===== src/rtl/fclass_pkg.sv =====
// Shared class-bit indices, format encodings and per-format field geometry
// for the RISC-V FCLASS pipeline.
package fclass_pkg;

  localparam int unsigned NUM_CLS   = 10;
  localparam int unsigned CLS_NINF  = 0;
  localparam int unsigned CLS_NNORM = 1;
  localparam int unsigned CLS_NSUB  = 2;
  localparam int unsigned CLS_NZERO = 3;
  localparam int unsigned CLS_PZERO = 4;
  localparam int unsigned CLS_PSUB  = 5;
  localparam int unsigned CLS_PNORM = 6;
  localparam int unsigned CLS_PINF  = 7;
  localparam int unsigned CLS_SNAN  = 8;
  localparam int unsigned CLS_QNAN  = 9;

  localparam logic [1:0] FMT_S   = 2'b00;
  localparam logic [1:0] FMT_D   = 2'b01;
  localparam logic [1:0] FMT_H   = 2'b10;
  localparam logic [1:0] FMT_RSV = 2'b11;

  typedef logic [NUM_CLS-1:0] fclass_mask_t;

  function automatic int unsigned fmt_exp_w(input logic [1:0] fmt);
    case (fmt)
      FMT_H:   return 5;
      FMT_S:   return 8;
      FMT_D:   return 11;
      default: return 0;
    endcase
  endfunction

  function automatic int unsigned fmt_man_w(input logic [1:0] fmt);
    case (fmt)
      FMT_H:   return 10;
      FMT_S:   return 23;
      FMT_D:   return 52;
      default: return 0;
    endcase
  endfunction

  function automatic int unsigned fmt_width(input logic [1:0] fmt);
    return 1 + fmt_exp_w(fmt) + fmt_man_w(fmt);
  endfunction

endpackage


===== src/rtl/fclass_core.sv =====
// Combinational IEEE-754 classifier: sign/exponent/mantissa to one-hot
// FCLASS mask for a single format geometry.
module fclass_core
  import fclass_pkg::*;
#(
  parameter int unsigned EXP_W = 8,
  parameter int unsigned MAN_W = 23
) (
  input  logic             i_sign,
  input  logic [EXP_W-1:0] i_exp,
  input  logic [MAN_W-1:0] i_man,
  output fclass_mask_t     o_mask
);

  logic       w_exp_ones;
  logic       w_exp_zero;
  logic       w_man_zero;
  logic [3:0] w_cls;

  assign w_exp_ones = &i_exp;
  assign w_exp_zero = ~|i_exp;
  assign w_man_zero = ~|i_man;

  always_comb begin
    w_cls = 4'(CLS_PNORM);
    if (w_exp_ones) begin
      if (w_man_zero)
        w_cls = i_sign ? 4'(CLS_NINF) : 4'(CLS_PINF);
      else
        w_cls = i_man[MAN_W-1] ? 4'(CLS_QNAN) : 4'(CLS_SNAN);
    end else if (w_exp_zero) begin
      if (w_man_zero)
        w_cls = i_sign ? 4'(CLS_NZERO) : 4'(CLS_PZERO);
      else
        w_cls = i_sign ? 4'(CLS_NSUB) : 4'(CLS_PSUB);
    end else begin
      w_cls = i_sign ? 4'(CLS_NNORM) : 4'(CLS_PNORM);
    end
  end

  assign o_mask = fclass_mask_t'(1) << w_cls;

endmodule


===== src/rtl/fclass_pipe.sv =====
// Two-stage elastic FCLASS unit for H/S/D operands with NaN-boxing checks,
// tag pass-through and per-class saturating event counters.
module fclass_pipe
  import fclass_pkg::*;
#(
  parameter int unsigned FLEN  = 64,
  parameter int unsigned TAG_W = 5,
  parameter int unsigned CNT_W = 16
) (
  input  logic             clk,
  input  logic             rst_n,
  input  logic             in_valid,
  output logic             in_ready,
  input  logic [1:0]       in_fmt,
  input  logic [FLEN-1:0]  in_data,
  input  logic [TAG_W-1:0] in_tag,
  output logic             out_valid,
  input  logic             out_ready,
  output logic [9:0]       out_mask,
  output logic [TAG_W-1:0] out_tag,
  output logic             out_illegal,
  input  logic             cnt_clr,
  input  logic [3:0]       cnt_sel,
  output logic [CNT_W-1:0] cnt_value
);

  localparam int unsigned H_EW = fmt_exp_w(FMT_H);
  localparam int unsigned H_MW = fmt_man_w(FMT_H);
  localparam int unsigned H_W  = fmt_width(FMT_H);
  localparam int unsigned S_EW = fmt_exp_w(FMT_S);
  localparam int unsigned S_MW = fmt_man_w(FMT_S);
  localparam int unsigned S_W  = fmt_width(FMT_S);
  localparam int unsigned D_EW = fmt_exp_w(FMT_D);
  localparam int unsigned D_MW = fmt_man_w(FMT_D);

  localparam fclass_mask_t QNAN_MASK = fclass_mask_t'(1) << CLS_QNAN;

  logic             r_s1_valid;
  logic [FLEN-1:0]  r_s1_data;
  logic [1:0]       r_s1_fmt;
  logic [TAG_W-1:0] r_s1_tag;

  logic             r_out_valid;
  fclass_mask_t     r_out_mask;
  logic [TAG_W-1:0] r_out_tag;
  logic             r_out_illegal;

  logic [CNT_W-1:0] r_cnt [NUM_CLS];

  logic             w_s2_adv;
  logic             w_in_ready;
  logic             w_out_xfer;
  logic             w_h_boxed;
  logic             w_s_boxed;
  fclass_mask_t     w_mask_h;
  fclass_mask_t     w_mask_s;
  fclass_mask_t     w_mask_d;
  fclass_mask_t     w_s1_mask;
  logic             w_s1_illegal;

  assign w_s2_adv   = !r_out_valid || out_ready;
  assign w_in_ready = !r_s1_valid || w_s2_adv;
  assign w_out_xfer = r_out_valid && out_ready;

  fclass_core #(.EXP_W(H_EW), .MAN_W(H_MW)) u_core_h (
    .i_sign (r_s1_data[H_W-1]),
    .i_exp  (r_s1_data[H_W-2 -: H_EW]),
    .i_man  (r_s1_data[H_MW-1:0]),
    .o_mask (w_mask_h)
  );

  fclass_core #(.EXP_W(S_EW), .MAN_W(S_MW)) u_core_s (
    .i_sign (r_s1_data[S_W-1]),
    .i_exp  (r_s1_data[S_W-2 -: S_EW]),
    .i_man  (r_s1_data[S_MW-1:0]),
    .o_mask (w_mask_s)
  );

  generate
    if (FLEN == 64) begin : g_d
      fclass_core #(.EXP_W(D_EW), .MAN_W(D_MW)) u_core_d (
        .i_sign (r_s1_data[63]),
        .i_exp  (r_s1_data[62 -: D_EW]),
        .i_man  (r_s1_data[D_MW-1:0]),
        .o_mask (w_mask_d)
      );
    end else begin : g_no_d
      assign w_mask_d = '0;
    end

    // Single-precision operands occupy the whole register when FLEN=32.
    if (FLEN > S_W) begin : g_s_box
      assign w_s_boxed = &r_s1_data[FLEN-1:S_W];
    end else begin : g_s_nobox
      assign w_s_boxed = 1'b1;
    end
  endgenerate

  assign w_h_boxed = &r_s1_data[FLEN-1:H_W];

  always_comb begin
    w_s1_mask    = '0;
    w_s1_illegal = 1'b0;
    case (r_s1_fmt)
      FMT_S: w_s1_mask = w_s_boxed ? w_mask_s : QNAN_MASK;
      FMT_H: w_s1_mask = w_h_boxed ? w_mask_h : QNAN_MASK;
      FMT_D: begin
        if (FLEN == 64) w_s1_mask    = w_mask_d;
        else            w_s1_illegal = 1'b1;
      end
      default: w_s1_illegal = 1'b1;
    endcase
  end

  always_ff @(posedge clk or negedge rst_n) begin
    if (!rst_n) begin
      r_s1_valid <= 1'b0;
      r_s1_data  <= '0;
      r_s1_fmt   <= FMT_S;
      r_s1_tag   <= '0;
    end else if (w_in_ready) begin
      r_s1_valid <= in_valid;
      if (in_valid) begin
        r_s1_data <= in_data;
        r_s1_fmt  <= in_fmt;
        r_s1_tag  <= in_tag;
      end
    end
  end

  always_ff @(posedge clk or negedge rst_n) begin
    if (!rst_n) begin
      r_out_valid   <= 1'b0;
      r_out_mask    <= '0;
      r_out_tag     <= '0;
      r_out_illegal <= 1'b0;
    end else if (w_s2_adv) begin
      r_out_valid <= r_s1_valid;
      if (r_s1_valid) begin
        r_out_mask    <= w_s1_mask;
        r_out_tag     <= r_s1_tag;
        r_out_illegal <= w_s1_illegal;
      end
    end
  end

  // Clear has priority over a coincident transfer, so that event is dropped.
  always_ff @(posedge clk or negedge rst_n) begin
    if (!rst_n) begin
      for (int unsigned i = 0; i < NUM_CLS; i++) r_cnt[i] <= '0;
    end else if (cnt_clr) begin
      for (int unsigned i = 0; i < NUM_CLS; i++) r_cnt[i] <= '0;
    end else if (w_out_xfer && !r_out_illegal) begin
      for (int unsigned i = 0; i < NUM_CLS; i++) begin
        if (r_out_mask[i] && (r_cnt[i] != '1)) r_cnt[i] <= r_cnt[i] + CNT_W'(1);
      end
    end
  end

  always_comb begin
    cnt_value = '0;
    for (int unsigned i = 0; i < NUM_CLS; i++) begin
      if (cnt_sel == 4'(i)) cnt_value = r_cnt[i];
    end
  end

  assign in_ready    = w_in_ready;
  assign out_valid   = r_out_valid;
  assign out_mask    = r_out_mask;
  assign out_tag     = r_out_tag;
  assign out_illegal = r_out_illegal;

endmodule


===== config.mk =====
export PLATFORM = sky130hd
export DESIGN_NAME = fclass_pipe
export DESIGN_NICKNAME = d
export VERILOG_FILES = /design/src/rtl/fclass_pkg.sv /design/src/rtl/fclass_core.sv /design/src/rtl/fclass_pipe.sv
export SDC_FILE = /design/constraint.sdc
export NUM_CORES = 1
export LEC_CHECK = 0
export ABC_AREA = 1
export CORE_MARGIN = 4
export CORE_UTILIZATION = 40
export CTS_CLUSTER_SIZE = 40
export DETAILED_ROUTE_END_ITERATION = 10
export GPL_TIMING_DRIVEN = 1
export SYNTH_ARGS = -nofsm -noshare
export SYNTH_HDL_FRONTEND = slang
export SYNTH_SLANG_ARGS = --single-unit

===== constraint.sdc =====
create_clock -name clk -period 3.7 [get_ports clk]
set_input_delay 0.37 -clock clk [delete_from_list [all_inputs] [get_ports clk]]
set_output_delay 0.37 -clock clk [all_outputs]
set_load 0.02 [all_outputs]

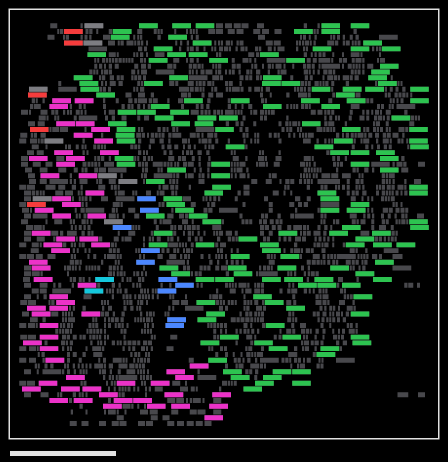
Figure 1: sequential cells grouped by signal name.
Scale bar: 50 um. Other sequential cells in the stronger gray, the rest of the logic in the fainter gray.
red -> `r_s1_tag`  # placed flops 5, where north-west
cyan -> `r_s1_fmt`  # placed flops 2
magenta -> `r_s1_data`  # placed flops 64
green -> `r_cnt`  # placed flops 160
blue -> `out_mask`  # placed flops 10
not colored = 8

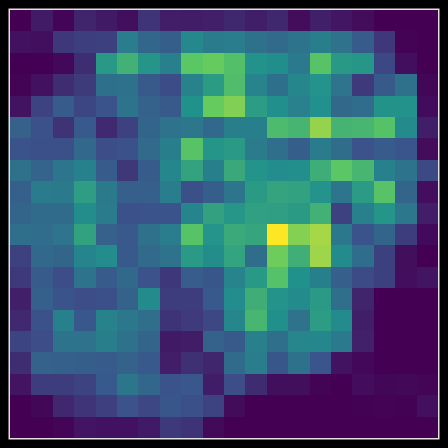
Figure 2: wiring heat map.
20 x 20 tiles, from dark purple (low) to yellow (high), scaled to the fullest tile. Values are wire area over tile area, all layers added.
tiles over half the peak = 17%
nearly empty tiles = 13%
fullest tile = 0.60
mean over tiles = 0.18
emptiest ninth of the die = south-east
densest ninth of the die = center
total track usage: 0.2157
Post-Route WL: 44.34 mm

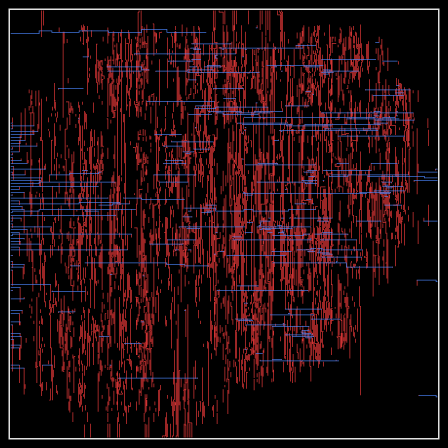
Figure 3: metal layers overlaid.
Two of the layers only.
blue -> metal 3  # wire length 3260 um
red -> metal 2  # wire length 19100 um
wire length per cell: 16.56 um
Vias: 14220

==> qor.txt <==
Top cells by area -> dfrtp_1, nand2_1, nor2_1
Post-route cell area -> 0.01774 mm^2
Cycle use final -> 0.8874
GPL Wtd Cong -> 0.9211
Rel. slew slack -> 0.4828
Wl on met1 -> 20.55 mm
Top power group -> sequential cells
Top Layer Used -> met5
First-pass GRT wire length -> 72.66 mm
Std cell rows -> 70
R2R setup slack -> 1.25 ns
Top-count cell post-synth -> nand2_1
GR Util met1 -> 0.3060
I/O pin total -> 114
Fin worst setup slack -> 0.4167 ns
Number of diodes -> 0
Switch Pwr -> 1.928 mW
Inverters -> 255
CP Data Arrival Time -> 2.91 ns
Min Hold Slack -> 0.3631 ns
GR peak layer -> met2
Slew Viols, Final -> 0
Commonest flop -> dfrtp_1
Storage element area -> 0.006231 mm^2
Grt met3 use -> 0.04637
Dominant kind of cell -> logic gates
CTS Buf Count -> 30
Top cell types by occurrence after synthesis -> nand2_1, nor2_1, dfrtp_1
Worst-path clk slew -> 0.06 ns
Port bufs -> 113
Adders+Majority by Area -> 0.01414
Clock network fraction of total power -> 0.411
Vias in the first global route -> 13830
Logic gate share of total power -> 0.141
Metal2 WL -> 19.12 mm
Placed cells -> 2625
Net Sw Frac -> 0.2812
Tap cells -> 504
PostCTS Resize Cnt -> 0
Final Net Count -> 2251
Cell taking the most area after synthesis -> dfrtp_1
Setup Buffers After CTS -> 0
Final clock-cell share -> 0.05325
Most frequent CP cell -> nand3_1
Logic area -> 0.007615 mm^2
DP Wirelength -> 33.63 mm
Dpl ws -> 0.4598 ns
Antenna violations before repair -> 1
Core area -> 0.03687 mm^2
DRC violation total after the first TritonRoute iteration -> 1233
Critical path class -> in2out
Power share of the sequential group -> 0.448
Die ar. -> 0.04078 mm^2
Fillcell total -> 3732
Fmax -> 304.6 MHz
Die Y-Extent -> 201.9 um
RSZ-0062 raised after global routing -> false
Floorplan utilization -> 0.4080
Area grow syn2layout -> 17.92%
Worst VDD drop -> 0.3348 mV
Latency at later pin -> 0.58 ns
Sequential power -> 3.07 mW
H-tree Lvls -> 1
Synth mux share -> 0.02769
Number of non-clock buffers -> 140
Vias per Instance -> 5.311
Outcome -> finished clean
Crit path required time -> 3.33 ns
Placed Area -> 0.01679 mm^2
Die W -> 201.9 um
Final setup violation count -> 0
Ys flops -> 249
Max incr delay on CP -> 0.62 ns
Metal3 WL -> 3.259 mm
Internal power -> 4.929 mW
Combinational power -> 0.966 mW
Yosys warns -> 0
Multi-input combinational area share -> 0.4292
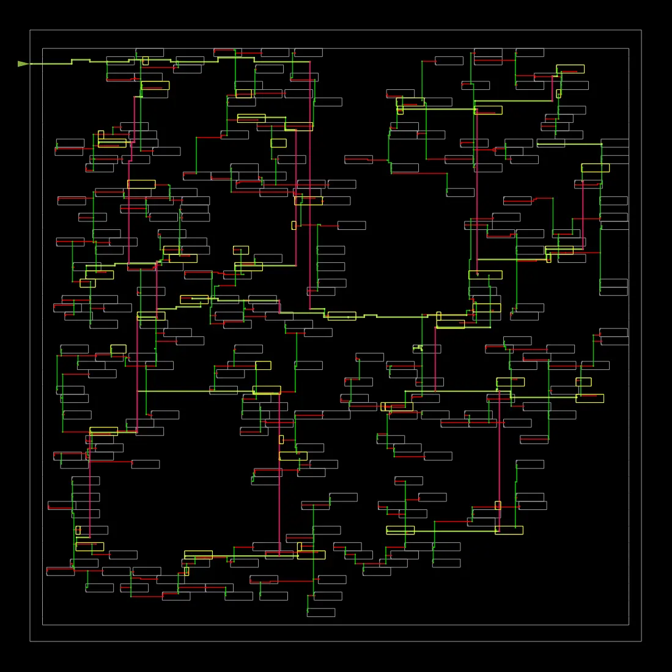
Figure 4: clock nets.
flip-flops: 249
worst clock skew: 0.01224 ns
CLK BUF: 47
Num Clock Sinks: 249

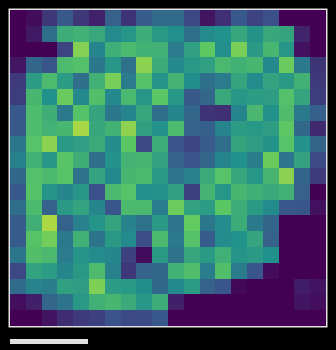
Figure 5: cell area per tile.
Scale bar: 50 um. 20 x 20 tiles, from dark purple (low) to yellow (high), 0 to 100% covered.
tiles over 75% full = 4.0%
mean over tiles = 42%
emptiest ninth of the die = south-east
nearly empty tiles = 11%
fullest tile = 87%

[worst max-delay path: cells and delay by family]
| kind | cells | cell delay, ns |
|---|---|---|
| buffers and inverters | 2 | 1.18 |
| AOI/OAI and AO/OA | 1 | 0.22 |
| and+or+nand+nor | 6 | 1.13 |
[worst paths after layout]
check	from	endpoint	cells past startpoint
worst max-delay path	cnt_sel[2]	cnt_value[3]	9
worst min-delay path	in_data[29]	r_s1_data[29]	3
worst max register to register	r_cnt[80]	r_cnt[91]	13
worst min register to register	out_tag[1]	out_tag[1]	2
max in group asynchronous	rst_n	r_s1_data[25]	3
min in group asynchronous	rst_n	r_cnt[133]	2
[sequential cells by signal (all words and copies together), names as in the netlist, 2 cells and up]
signal     cells
r_cnt        160
out_mask      10
r_s1_tag       5
out_tag        5
r_s1_fmt       2
r_s1_data     64
Power and IR drop assume default switching activity.
